Fig. 1: run 1, port wiring
(4 px per um)
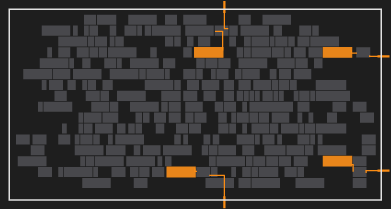
Fig. 2: run 1, cells by drive strength
(6 px per um)
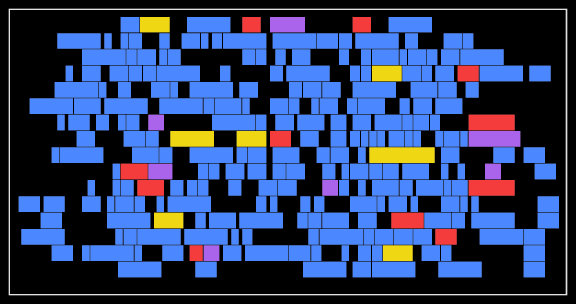
Fig. 3: run 1, placement view
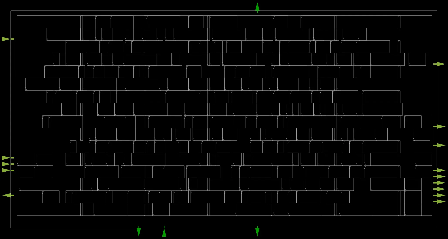
Fig. 4: run 1, selected gate families
(6 px per um)
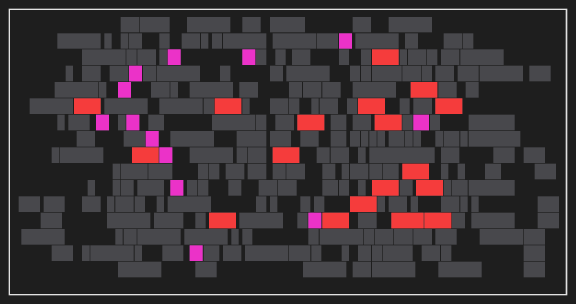
File: src/rtl/traffic_ctrl.sv
// Frogger lane scheduler: shared prescaler, per-lane step dividers, level progression and game-over.
// Optional macro PAUSE_ENABLE_EN adds a pause input and PAUSED state.
module traffic_ctrl #(
  parameter int LANES     = 4,
  parameter int CNT_W     = 9,
  parameter int MAX_LEVEL = 7
) (
  input  logic             clk,
  input  logic             reset,
  input  logic             start,
  input  logic             hit,
  input  logic             frog_home,
`ifdef PAUSE_ENABLE_EN
  input  logic             pause,
`endif
  output logic [LANES-1:0] step,
  output logic [LANES-1:0] dir,
  output logic             freeze,
  output logic [2:0]       level,
  output logic             game_over
);

`ifdef PAUSE_ENABLE_EN
  typedef enum logic [2:0] {S_IDLE, S_RUN, S_LVL, S_GG, S_PAUSED} state_t;
`else
  typedef enum logic [2:0] {S_IDLE, S_RUN, S_LVL, S_GG} state_t;
`endif

  localparam logic [2:0] LVL_MAX = 3'(MAX_LEVEL);

  state_t           r_state, w_state_next;
  logic [CNT_W-1:0] r_presc;
  logic [2:0]       r_level, w_level_next;
  logic [LANES-1:0] r_step, r_dir, w_wrap, w_lane_odd;
  logic             r_freeze, r_game_over;
  logic             w_count, w_clear, w_base_tick;

  assign w_base_tick = (r_presc == {CNT_W{1'b1}});

  // w_count: lanes advance this cycle; w_clear: round restart after a level-up
  always_comb begin
    w_state_next = r_state;
    w_count      = 1'b0;
    w_clear      = 1'b0;
    w_level_next = r_level;
    case (r_state)
      S_IDLE: begin
        if (start) w_state_next = S_RUN;
      end
      S_RUN: begin
        if (hit)            w_state_next = S_GG;
        else if (frog_home) w_state_next = S_LVL;
`ifdef PAUSE_ENABLE_EN
        else if (pause)     w_state_next = S_PAUSED;
`endif
        else                w_count = 1'b1;
      end
      S_LVL: begin
        w_clear      = 1'b1;
        w_level_next = (r_level >= LVL_MAX) ? LVL_MAX : r_level + 3'd1;
        w_state_next = hit ? S_GG : S_RUN;
      end
      S_GG: begin
        w_state_next = S_GG;
      end
`ifdef PAUSE_ENABLE_EN
      // Resuming counts in the release cycle so a pause of N cycles shifts the schedule by N.
      S_PAUSED: begin
        if (hit) begin
          w_state_next = S_GG;
        end else if (!pause) begin
          w_state_next = S_RUN;
          w_count      = 1'b1;
        end
      end
`endif
      default: w_state_next = S_IDLE;
    endcase
  end

  always_ff @(posedge clk) begin
    if (reset) begin
      r_state     <= S_IDLE;
      r_presc     <= '0;
      r_level     <= 3'd0;
      r_step      <= '0;
      r_dir       <= w_lane_odd;
      r_freeze    <= 1'b1;
      r_game_over <= 1'b0;
    end else begin
      r_state     <= w_state_next;
      r_level     <= w_level_next;
      r_step      <= w_wrap;
      r_dir       <= w_lane_odd ^ {LANES{w_level_next[0]}};
      r_freeze    <= (w_state_next != S_RUN);
      r_game_over <= (w_state_next == S_GG);
      if (w_clear)      r_presc <= '0;
      else if (w_count) r_presc <= r_presc + 1'b1;
    end
  end

  genvar gi;
  generate
    for (gi = 0; gi < LANES; gi++) begin : g_lane
      localparam logic [3:0] BASE = 4'(gi + 4);
      logic [3:0] r_cnt;
      logic [3:0] w_period;

      // Period i+4-level clamped at 1 without letting the subtraction wrap.
      assign w_period      = (BASE > ({1'b0, r_level} + 4'd1)) ? (BASE - {1'b0, r_level}) : 4'd1;
      assign w_wrap[gi]    = w_count & w_base_tick & (r_cnt == w_period - 4'd1);
      assign w_lane_odd[gi] = 1'(gi % 2);

      always_ff @(posedge clk) begin
        if (reset || w_clear) begin
          r_cnt <= 4'd0;
        end else if (w_count && w_base_tick) begin
          r_cnt <= w_wrap[gi] ? 4'd0 : r_cnt + 4'd1;
        end
      end
    end
  endgenerate

  assign step      = r_step;
  assign dir       = r_dir;
  assign freeze    = r_freeze;
  assign level     = r_level;
  assign game_over = r_game_over;

endmodule
File: config.mk
export PLATFORM = sky130hd
export DESIGN_NAME = traffic_ctrl
export DESIGN_NICKNAME = d
export VERILOG_FILES = /design/src/rtl/traffic_ctrl.sv
export SDC_FILE = /design/constraint.sdc
export NUM_CORES = 1
export LEC_CHECK = 0
export CORE_ASPECT_RATIO = 0.5
export CORE_MARGIN = 1
export CORE_UTILIZATION = 52
export CTS_CLUSTER_DIAMETER = 80
export DETAILED_ROUTE_END_ITERATION = 10
export PLACE_DENSITY = 0.71
export SYNTH_ARGS = -nofsm -noshare
export SYNTH_HDL_FRONTEND = slang
export SYNTH_SLANG_ARGS = --single-unit
File: constraint.sdc
create_clock -name clk -period 2.66 [get_ports clk]
set_input_delay 0.665 -clock clk [delete_from_list [all_inputs] [get_ports clk]]
set_output_delay 0.665 -clock clk [all_outputs]
set_load 0.05 [all_outputs]
==> flow_summary.json, run 1 <==
{
  "finalSetupViolations": 0,
  "grtUsageMet3_pct": 5.340,
  "fillCellCount": 345,
  "switching_power_mw": 0.2405,
  "ctsRootBufferMaster": "clkbuf_8",
  "cts_made_buffers": 5,
  "crit_end": "g_lane[2].r_cnt[1]$_SDFFE_PP0P_",
  "vias": 1669,
  "yosysUniqueCellTypes": 42,
  "grt_pass1_vias": 1386,
  "cellPowerDensity_nw_per_um2": 454.1,
  "seqPwrFrac_pct": 51.6,
  "ff_type": "dfxtp_1",
  "logic_area_um2": 1267,
  "critPathArrivalTime_ns": 2.67,
  "netlist.area_leader.share_pct": 35.62,
  "cts_max_path_buffers": 2,
  "fp_util_pct": 54.43,
  "hold_depth": 2,
  "top_cell": "dfxtp_1",
  "cp_common_cell": "ha_1",
  "yosys_cells": 237,
  "power_leader": "registers",
  "grtUsageTotal_pct": 19.19,
  "worstPathMaxFanout": 9,
  "cap_viol_max_count": 0,
  "syn_nets": 260,
  "tap_cells": 54,
  "grt_max_degree": 22,
  "max_slew_margin_pct": 49.40,
  "comb_cells": 178,
  "min_period_over_period_pct": 93.73,
  "io_buffers": 17,
  "synth_area_um2": 2136,
  "worst_hold_path.endpoint": "g_lane[3].r_cnt[1]$_SDFFE_PP0P_",
  "ys_seq_share_pct": 35.62,
  "largest_class": "logic gates",
  "worst_pin_slew_ns": 0.7563,
  "hold_viol": 0,
  "period_minus_slack_ns": 2.493,
  "finalInstanceArea_um2": 2455,
  "regArea_um2": 767.0,
  "syn_to_final_growth_pct": 14.94,
  "wl_met3_um": 160,
  "nets": 275,
  "synthCells": 237,
  "crit_chain": "ha_1 -> inv_1 -> ha_2 -> o21a_1 -> a211o_1 -> ha_1 -> xor2_1 -> xnor2_1 -> nand3_1 -> nor3_4 -> o21ai_1",
  "ys_ff": 38,
  "comb-power_mw": 0.0579,
  "crit_type": "reg -> reg",
  "clkCellAreaFrac_pct": 4.332,
  "buffers": 22,
  "dieWidth_um": 92.64,
  "synthArstFlopShare_pct": 0,
  "ir_worst_vdd_mv": 0.2908,
  "syn_avg_cell_area_um2": 9.012,
  "vias_per_cell": 5.436,
  "clk-power_mw": 0.481,
  "drc_errors": 0,
  "p_int_mw": 0.8743,
  "antenna_found_initial": 0,
  "topCellsByArea": "dfxtp_1 36%, ha_1 11%, xor2_1 9.4%, xnor2_1 5.3%, nand3_1 5.2%",
  "top_layer": "met4",
  "power.leakage_nw": 1.002,
  "layout-drive-gt1-share_pct": 9.881,
  "combPwrFrac_pct": 5.2,
  "postCtsSetupRepairBufs": 0,
  "wl_met1_mm": 1.975,
  "dpl.hpwl_mm": 2.852,
  "use_met1_pct": 23.63,
  "cp-startpoint": "level[1]$_SDFFE_PP0N_",
  "dieHeight_um": 47.32,
  "r2r_setup_slack_ns": 0.17,
  "hold_buffers": 0,
  "grt-ovfl-total": 0,
  "non_clock_buffer_area_share_pct": 8.970,
  "placed_area_um2": 2337,
  "finalWeightedCongestion": 0.8146,
  "n_antenna_cell": 0,
  "timing.rr.end": "g_lane[2].r_cnt[1]$_SDFFE_PP0P_",
  "cts-resized-gates": 0,
  "reg2regPathDepth": 11,
  "grt_pass1_wl_mm": 6.210,
  "cp_slowest_stage_delay_ns": 0.38,
  "wl_mm": 3.938,
  "netlist.top_cell.by_area": "dfxtp_1",
  "cts_tree": "yes",
  "nFlopsAndLatches": 38,
  "pwr-share-clk_pct": 43.2,
  "fin_setup_tns_ns": 0,
  "hold_start": "g_lane[3].r_cnt[1]$_SDFFE_PP0P_",
  "yosys_warnings": 0,
  "holdCritPathClass": "reg -> reg",
  "seq-power_mw": 0.575,
  "hold_slack_ns": 0.5114,
  "n_clock_buffer": 7,
  "drt_pre_antenna_iters": 4,
  "dr.first_iter.drc_count": 67,
  "fmax_mhz": 401.1,
  "nonClockInverterCount": 7,
  "tool_warnings": 31,
  "status": "finished, final reports clean",
  "met2_usage_pct": 32.44,
  "comb_share_pct": 51.63,
  "design_power_total_mw": 1.115,
  "maxSlewViolCount": 0,
  "ctsHtreeMaxLevel": 2,
  "worstReg2RegStart": "level[1]$_SDFFE_PP0N_",
  "crit_path_start_kind": "register",
  "clock-sinks": 38,
  "dr_wl_met2_mm": 1.731,
  "fin_skew_ns": 0.006643,
  "top_usage_layer": "met2",
  "ys_chip_area_um2": 2136,
  "p_sw_share_pct": 21.57,
  "ant_nets": 0,
  "pin_count": 18,
  "die_area_um2": 4383,
  "clk_latency_ns": 0.30,
  "cts.reportedPaths.clkPinSlew_ns": 0.08,
  "critPathCaptureType": "register",
  "critPathRequiredTime_ns": 2.84
}
-- Fig. 1 (at the start) --
step -> orange  # bits 4, direction output, edge 2 right, 1 bottom, 1 top, end cells 4, buffers 4, wire 33.2 um

-- Fig. 2 (at the start) --
_0 and _1 cells -> blue  # cells 228, most used dfxtp_1
_3 and _4 cells -> purple  # cells 7, most used buf_4
_2 cells -> red  # cells 11, most used nor3_2
_6 and larger -> yellow  # cells 7, most used clkbuf_8

-- Fig. 3 (at the start) --
flop share of the area: 31.24%
Post-Layout Cell Count: 307
Core Footprint: 3924 um2
Util after Layout: 62.56%
row count: 16

-- Fig. 4 (at the start) --
adder and majority cells -> red  # cells 18
AND and OR gates -> magenta  # cells 13

## run 1: registers in the layout (all words and copies together), names as in the netlist
signal,flops
freeze,1
level,2
r_state,3
g_lane.r_cnt,16
game_over,1
dir,2
r_presc,9
step,4
## run 1: critical path, delay by kind of cell (launching register included)
kind            cells  cell delay, ns
buf+inv             1            0.07
simple gates        2            0.44
flops               1            0.38
xor+xnor            2            0.30
fa+ha+maj           3            0.70
compound gates      3            0.48
## run 1: cell families (layout without fill, tap and decap cells)
family / Yosys count / in the layout / share of synthesized area, %
AND/OR/NAND/NOR: 100 / 100 / 25.48
flip-flops: 38 / 38 / 35.62
XOR/XNOR: 36 / 36 / 14.76
AND-OR/OR-AND: 21 / 21 / 7.031
buffers and inverters: 21 / 37 / 5.448
adder cells (fa/ha/maj): 18 / 18 / 10.55
multiplexers: 2 / 2 / 0.9374
other: 1 / 1 / 0.1756
## run 1: stage by stage
stage               setup WS [ns]  utilization [%]  std cells
floorplan                 0.02086                -        237
global placement           0.2394            59.57        299
detailed placement         0.1218            59.57        299
CTS                       0.07333            62.28        307
global route             -0.02965            62.56        307
finish                     0.1667            62.56        307
## run 1: cell usage in the layout (no fill, tap or decap), types with 3 or more instances in the layout
cell             Yosys  final
and3_1               6      6
buf_4                5      4
clkbuf_8             0      5
clkdlybuf4s50_1      0     17
dfxtp_1             38     35
ha_1                18     17
inv_1                7      7
nand2_1             11     11
nand3_1             22     22
nand4_1              6      6
nor2_1              20     20
nor3_1              10     10
nor3_2               4      3
nor4_1               5      5
o21ai_1              6      6
or3_1                4      4
xnor2_1             13     13
xor2_1              23     23
## Run 2: what changed since run 1
--- a/config.mk
+++ b/config.mk
@@ -10,6 +10,7 @@
 export CORE_UTILIZATION = 52
 export CTS_CLUSTER_DIAMETER = 80
 export DETAILED_ROUTE_END_ITERATION = 10
+export GPL_ROUTABILITY_DRIVEN = 1
 export PLACE_DENSITY = 0.71
 export SYNTH_ARGS = -nofsm -noshare
 export SYNTH_HDL_FRONTEND = slang
Fig. 5: run 2, I/O pins on the die edge
(6 px per um) Pins as bars across the die edge, other pins in grey.
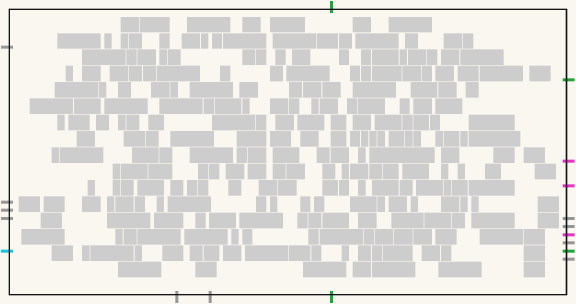
freeze -> cyan  # pins 1, direction output, edge left
level -> magenta  # pins 3, direction output, edge right
step -> green  # pins 4, direction output, edge 2 right, 1 bottom, 1 top
all pins by edge = 9 right, 5 left, 3 bottom, 1 top

==> run 2 against run 1 <==
Critical path type unchanged. Highest routed layer unchanged. Flip-flop count did not move. Maximum frequency unchanged. Largest cell class unchanged. Via count unchanged. Combinational power about the same.
==> flow_summary.json, run 2 <==
{
  "postCtsSetupRepairBufs": 0,
  "design_power_total_mw": 1.115,
  "maxSlewViolCount": 0,
  "worstPathMaxFanout": 9,
  "clkCellAreaFrac_pct": 4.332,
  "final_cell_mix": "35 x dfxtp_1, 23 x xor2_1, 22 x nand3_1, 20 x nor2_1",
  "timing.rr.end": "g_lane[2].r_cnt[1]$_SDFFE_PP0P_",
  "top_register": "g_lane.r_cnt",
  "non_clock_buffer_area_share_pct": 8.970,
  "finalWeightedCongestion": 0.8146,
  "synthCells": 237,
  "instances_no_fill": 307,
  "layout_setup_ws_ns": 0.1667,
  "yosysUniqueCellTypes": 42,
  "critPathRequiredTime_ns": 2.84,
  "period_minus_slack_ns": 2.493,
  "r2r_setup_slack_ns": 0.17,
  "ctsRootBufferMaster": "clkbuf_8",
  "hold_start": "g_lane[3].r_cnt[1]$_SDFFE_PP0P_",
  "nonClockInverterCount": 7,
  "max_slew_margin_pct": 49.40,
  "antenna_found_initial": 0,
  "worst_pin_slew_ns": 0.7563,
  "status": "finished, final reports clean",
  "ff_type": "dfxtp_1",
  "comb_cells": 178,
  "cts_max_path_buffers": 2,
  "pin_count": 18,
  "yosys_warnings": 0,
  "ys_seq_share_pct": 35.62,
  "nets": 275,
  "wl_mm": 3.938,
  "n_antenna_cell": 0,
  "crit_type": "reg -> reg",
  "logic_area_um2": 1267,
  "tap_cells": 54,
  "grt-ovfl-total": 0,
  "comb_share_pct": 51.63,
  "rows": 16,
  "drt_pre_antenna_iters": 4,
  "regArea_um2": 767.0,
  "largest_register_ffs": 16,
  "cellPowerDensity_nw_per_um2": 454.1,
  "syn_avg_cell_area_um2": 9.012,
  "layout-drive-gt1-share_pct": 9.881,
  "cts_made_buffers": 5,
  "cts.reportedPaths.clkPinSlew_ns": 0.08,
  "worst_hold_path.endpoint": "g_lane[3].r_cnt[1]$_SDFFE_PP0P_",
  "layout_top_cell": "dfxtp_1",
  "crit_path_start_kind": "register",
  "fp_util_pct": 54.43,
  "cp-startpoint": "level[1]$_SDFFE_PP0N_",
  "power.leakage_nw": 1.002,
  "reg2regPathDepth": 11,
  "dr.first_iter.drc_count": 67,
  "critPathArrivalTime_ns": 2.67,
  "grtUsageTotal_pct": 19.19,
  "syn_to_final_growth_pct": 14.94,
  "core_region_area_um2": 3924,
  "ys_ff": 38,
  "grt_max_degree": 22,
  "dp_cells": 299,
  "synthArstFlopShare_pct": 0,
  "topCellsByArea": "dfxtp_1 36%, ha_1 11%, xor2_1 9.4%, xnor2_1 5.3%, nand3_1 5.2%",
  "top_cell": "dfxtp_1",
  "top_cells_by_count": "38 x dfxtp_1, 23 x xor2_1, 22 x nand3_1",
  "cts_tree": "yes",
  "grt_pass1_wl_mm": 6.210,
  "ctsHtreeMaxLevel": 2,
  "seq_area_share_pct": 31.24,
  "netlist.area_leader.share_pct": 35.62,
  "dieHeight_um": 47.32,
  "io_buffers": 17,
  "hold_viol": 0,
  "dieWidth_um": 92.64,
  "syn_nets": 260,
  "finalSetupViolations": 0,
  "fillCellCount": 345,
  "clk_latency_ns": 0.30,
  "wire_per_inst_um": 12.83,
  "dpl.hpwl_mm": 2.852,
  "critPathCaptureType": "register",
  "synth-edff-count": 0,
  "worstReg2RegStart": "level[1]$_SDFFE_PP0N_",
  "clock-sinks": 38,
  "vias": 1669,
  "min_period_over_period_pct": 93.73,
  "nFlopsAndLatches": 38,
  "drc_errors": 0,
  "fmax_mhz": 401.1,
  "yosys_cells": 237,
  "ir_worst_vdd_mv": 0.2908,
  "netlist.top_cell.by_area": "dfxtp_1",
  "buffers": 22,
  "ant_nets": 0,
  "largest_class": "logic gates",
  "tool_warnings": 31,
  "cap_viol_max_count": 0,
  "ys_chip_area_um2": 2136,
  "die_area_um2": 4383,
  "synth_area_um2": 2136,
  "hold_depth": 2,
  "vias_per_cell": 5.436,
  "preCtsSetupSlack_ns": 0.1218,
  "crit_end": "g_lane[2].r_cnt[1]$_SDFFE_PP0P_",
  "holdCritPathClass": "reg -> reg",
  "n_clock_buffer": 7,
  "fin_skew_ns": 0.006643,
  "grt_pass1_vias": 1386
}
## run 2: cell counts in the layout (fill, tap and decap cells not counted)
Identical to the previous run, type by type.
## run 2: logic make-up after synthesis
family                   Yosys count  share of synthesized area [%]
AND/OR/NAND/NOR                  100                          25.48
flip-flops                        38                          35.62
XOR/XNOR                          36                          14.76
AND-OR/OR-AND                     21                          7.031
buffers and inverters             21                          5.448
adder cells (fa/ha/maj)           18                          10.55
multiplexers                       2                         0.9374
other                              1                         0.1756
## run 2: routing by layer
layer  share of wire, %  vias to the layer above  GRT usage, %
met2                 44                       30         32.44
met3                4.1                        8         5.340
met5                  0                        -             0
li1                   -                      849             -
met4                1.8                        0         9.538
met1                 50                      782         23.63
## run 2: critical path, cell delays in order, from the launching register on
cell     delay [ns]
dfxtp_4        0.38
ha_1           0.21
inv_1          0.07
ha_2           0.31
o21a_1         0.14
a211o_1        0.23
ha_1           0.18
xor2_1         0.15
xnor2_1        0.15
nand3_1        0.16
nor3_4         0.28
o21ai_1        0.11
## run 2: what timing repair did
action                     in CTS  in global routing
setup endpoints to repair       0                  4
gates resized                   0                  3
hold buffers                    0                  0
## run 2: power by group
| group | total [mW] | switching [mW] | leakage (nW) | internal (mW) |
|---|---|---|---|---|
| clock network | 0.481 | 0.201 | 0.0524 | 0.280 |
| logic | 0.0579 | 0.0354 | 0.641 | 0.0225 |
| registers | 0.575 | 0.00409 | 0.309 | 0.571 |
## run 2: per-stage QoR
step / hold slack, ns / TNS (ns) / area, um2 / utilization [%]
floorplan: 0.4671 / 0 / 2140 / -
global placement: 0.4852 / 0 / 2337 / 59.57
detailed placement: 0.5002 / 0 / 2337 / 59.57
CTS: 0.5110 / 0 / 2444 / 62.28
global route: 0.5411 / -0.03281 / 2455 / 62.56
finish: 0.5114 / 0 / 2455 / 62.56
## Run 3: what changed since run 2
--- a/config.mk
+++ b/config.mk
@@ -6,9 +6,7 @@
 export NUM_CORES = 1
 export LEC_CHECK = 0
 export CORE_ASPECT_RATIO = 0.5
-export CORE_MARGIN = 1
 export CORE_UTILIZATION = 52
-export CTS_CLUSTER_DIAMETER = 80
 export DETAILED_ROUTE_END_ITERATION = 10
 export GPL_ROUTABILITY_DRIVEN = 1
 export PLACE_DENSITY = 0.71
Fig. 6: run 3, selected gate families
(6 px per um)
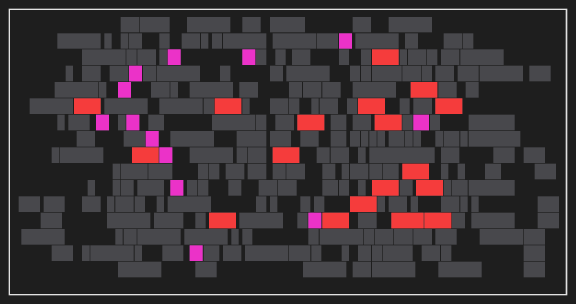
AND and OR gates -> magenta  # cells 13
adder and majority cells -> red  # cells 18

==> run 3 against run 2 <==
Final cell count is the same. Hold slack is the same. Count of clock-buffer cells in the layout is the same. Global-route usage is the same. Non-clock buffer count is the same. Wire length is the same. Clock power is essentially flat. Total power is the same. Flip-flop count is the same. Utilization is the same.
==> flow_summary.json, run 3 <==
{
  "status": "finished, final reports clean",
  "dp_cells": 299,
  "ctsHtreeMaxLevel": 2,
  "crit_path_start_kind": "register",
  "design_power_total_mw": 1.115,
  "ant_nets": 0,
  "pin_count": 18,
  "pwr-share-clk_pct": 43.2,
  "fin_setup_tns_ns": 0,
  "clk-power_mw": 0.481,
  "layout_top_cell": "dfxtp_1",
  "io_buffers": 17,
  "instances_no_fill": 307,
  "vias": 1669,
  "power.leakage_nw": 1.002,
  "seq-power_mw": 0.575,
  "grtUsageTotal_pct": 19.19,
  "drc_errors": 0,
  "yosysUniqueCellTypes": 42,
  "cp_common_cell": "ha_1",
  "dr.first_iter.drc_count": 67,
  "p_int_mw": 0.8743,
  "dieWidth_um": 92.64,
  "p_sw_share_pct": 21.57,
  "clk_latency_ns": 0.30,
  "layout-drive-gt1-share_pct": 9.881,
  "finalInstanceArea_um2": 2455,
  "finalSetupViolations": 0,
  "grt_pass1_vias": 1386,
  "netlist.top_cell.by_area": "dfxtp_1",
  "worstPathMaxFanout": 9,
  "period_minus_slack_ns": 2.493,
  "ctsRootBufferMaster": "clkbuf_8",
  "min_period_over_period_pct": 93.73,
  "netlist.area_leader.share_pct": 35.62,
  "maxSlewViolCount": 0,
  "crit_chain": "ha_1 -> inv_1 -> ha_2 -> o21a_1 -> a211o_1 -> ha_1 -> xor2_1 -> xnor2_1 -> nand3_1 -> nor3_4 -> o21ai_1",
  "fp_util_pct": 54.43,
  "n_antenna_cell": 0,
  "vias_per_cell": 5.436,
  "critPathRequiredTime_ns": 2.84,
  "topCellsByArea": "dfxtp_1 36%, ha_1 11%, xor2_1 9.4%, xnor2_1 5.3%, nand3_1 5.2%",
  "nets": 275,
  "syn_to_final_growth_pct": 14.94,
  "comb-power_mw": 0.0579,
  "hold_slack_ns": 0.5114,
  "placed_area_um2": 2337,
  "fmax_mhz": 401.1,
  "cap_viol_max_count": 0,
  "yosys_warnings": 0,
  "ys_seq_share_pct": 35.62,
  "postCtsSetupRepairBufs": 0,
  "cellPowerDensity_nw_per_um2": 454.1,
  "ys_chip_area_um2": 2136,
  "cts_max_path_buffers": 2,
  "ff_type": "dfxtp_1",
  "synthCells": 237,
  "grt-ovfl-total": 0,
  "power_leader": "registers",
  "cts_tree": "yes",
  "final_cell_mix": "35 x dfxtp_1, 23 x xor2_1, 22 x nand3_1, 20 x nor2_1",
  "ir_worst_vdd_mv": 0.2908,
  "ys_ff": 38,
  "top_cell": "dfxtp_1",
  "antenna_found_initial": 0,
  "postLayoutCoreUtil_pct": 62.56
}
[run 3: cell counts in the layout (fill, tap and decap cells not counted)]
Identical to the previous run, type by type.
[run 3: layout make-up]
type                       instances  area [um2]
clock buffer                       7       76.32
inverter                           7       26.28
fill                             345        1469
clock inverter                     1       30.03
sequential                        38       767.0
tap                               54       67.56
timing repair buffer              22       220.2
multi-input combinational        178        1267
[run 3: critical path: cells and delay by family (launching register included)]
| kind | cells | cell delay (ns) |
|---|---|---|
| simple gates | 2 | 0.44 |
| compound gates | 3 | 0.48 |
| fa+ha+maj | 3 | 0.70 |
| flops | 1 | 0.38 |
| xor+xnor | 2 | 0.30 |
| buf+inv | 1 | 0.07 |
[run 3: kinds of logic after synthesis]
kind of cell,share of synthesized area [%]
simple gates,25.48
flops,35.62
xor+xnor,14.76
compound gates,7.031
buf+inv,5.448
fa+ha+maj,10.55
mux,0.9374
other cells,0.1756
[run 3: worst paths after layout]
| path | start | to | slack [ns] | cells after the start |
|---|---|---|---|---|
| max reg2reg | level[1]$_SDFFE_PP0N_ | g_lane[2].r_cnt[1]$_SDFFE_PP0P_ | 0.17 | 11 |
| min reg2reg | g_lane[3].r_cnt[1]$_SDFFE_PP0P_ | g_lane[3].r_cnt[1]$_SDFFE_PP0P_ | 0.51 | 2 |
| max | level[1]$_SDFFE_PP0N_ | g_lane[2].r_cnt[1]$_SDFFE_PP0P_ | 0.17 | 11 |
| min | g_lane[3].r_cnt[1]$_SDFFE_PP0P_ | g_lane[3].r_cnt[1]$_SDFFE_PP0P_ | 0.51 | 2 |
[run 3: per-layer routing]
metal	track usage, %	part of all wire [%]
met4	9.538	1.8
met3	5.340	4.1
met1	23.63	50
met2	32.44	44
met5	0	0
Power is estimated from default activity; no workload was simulated.
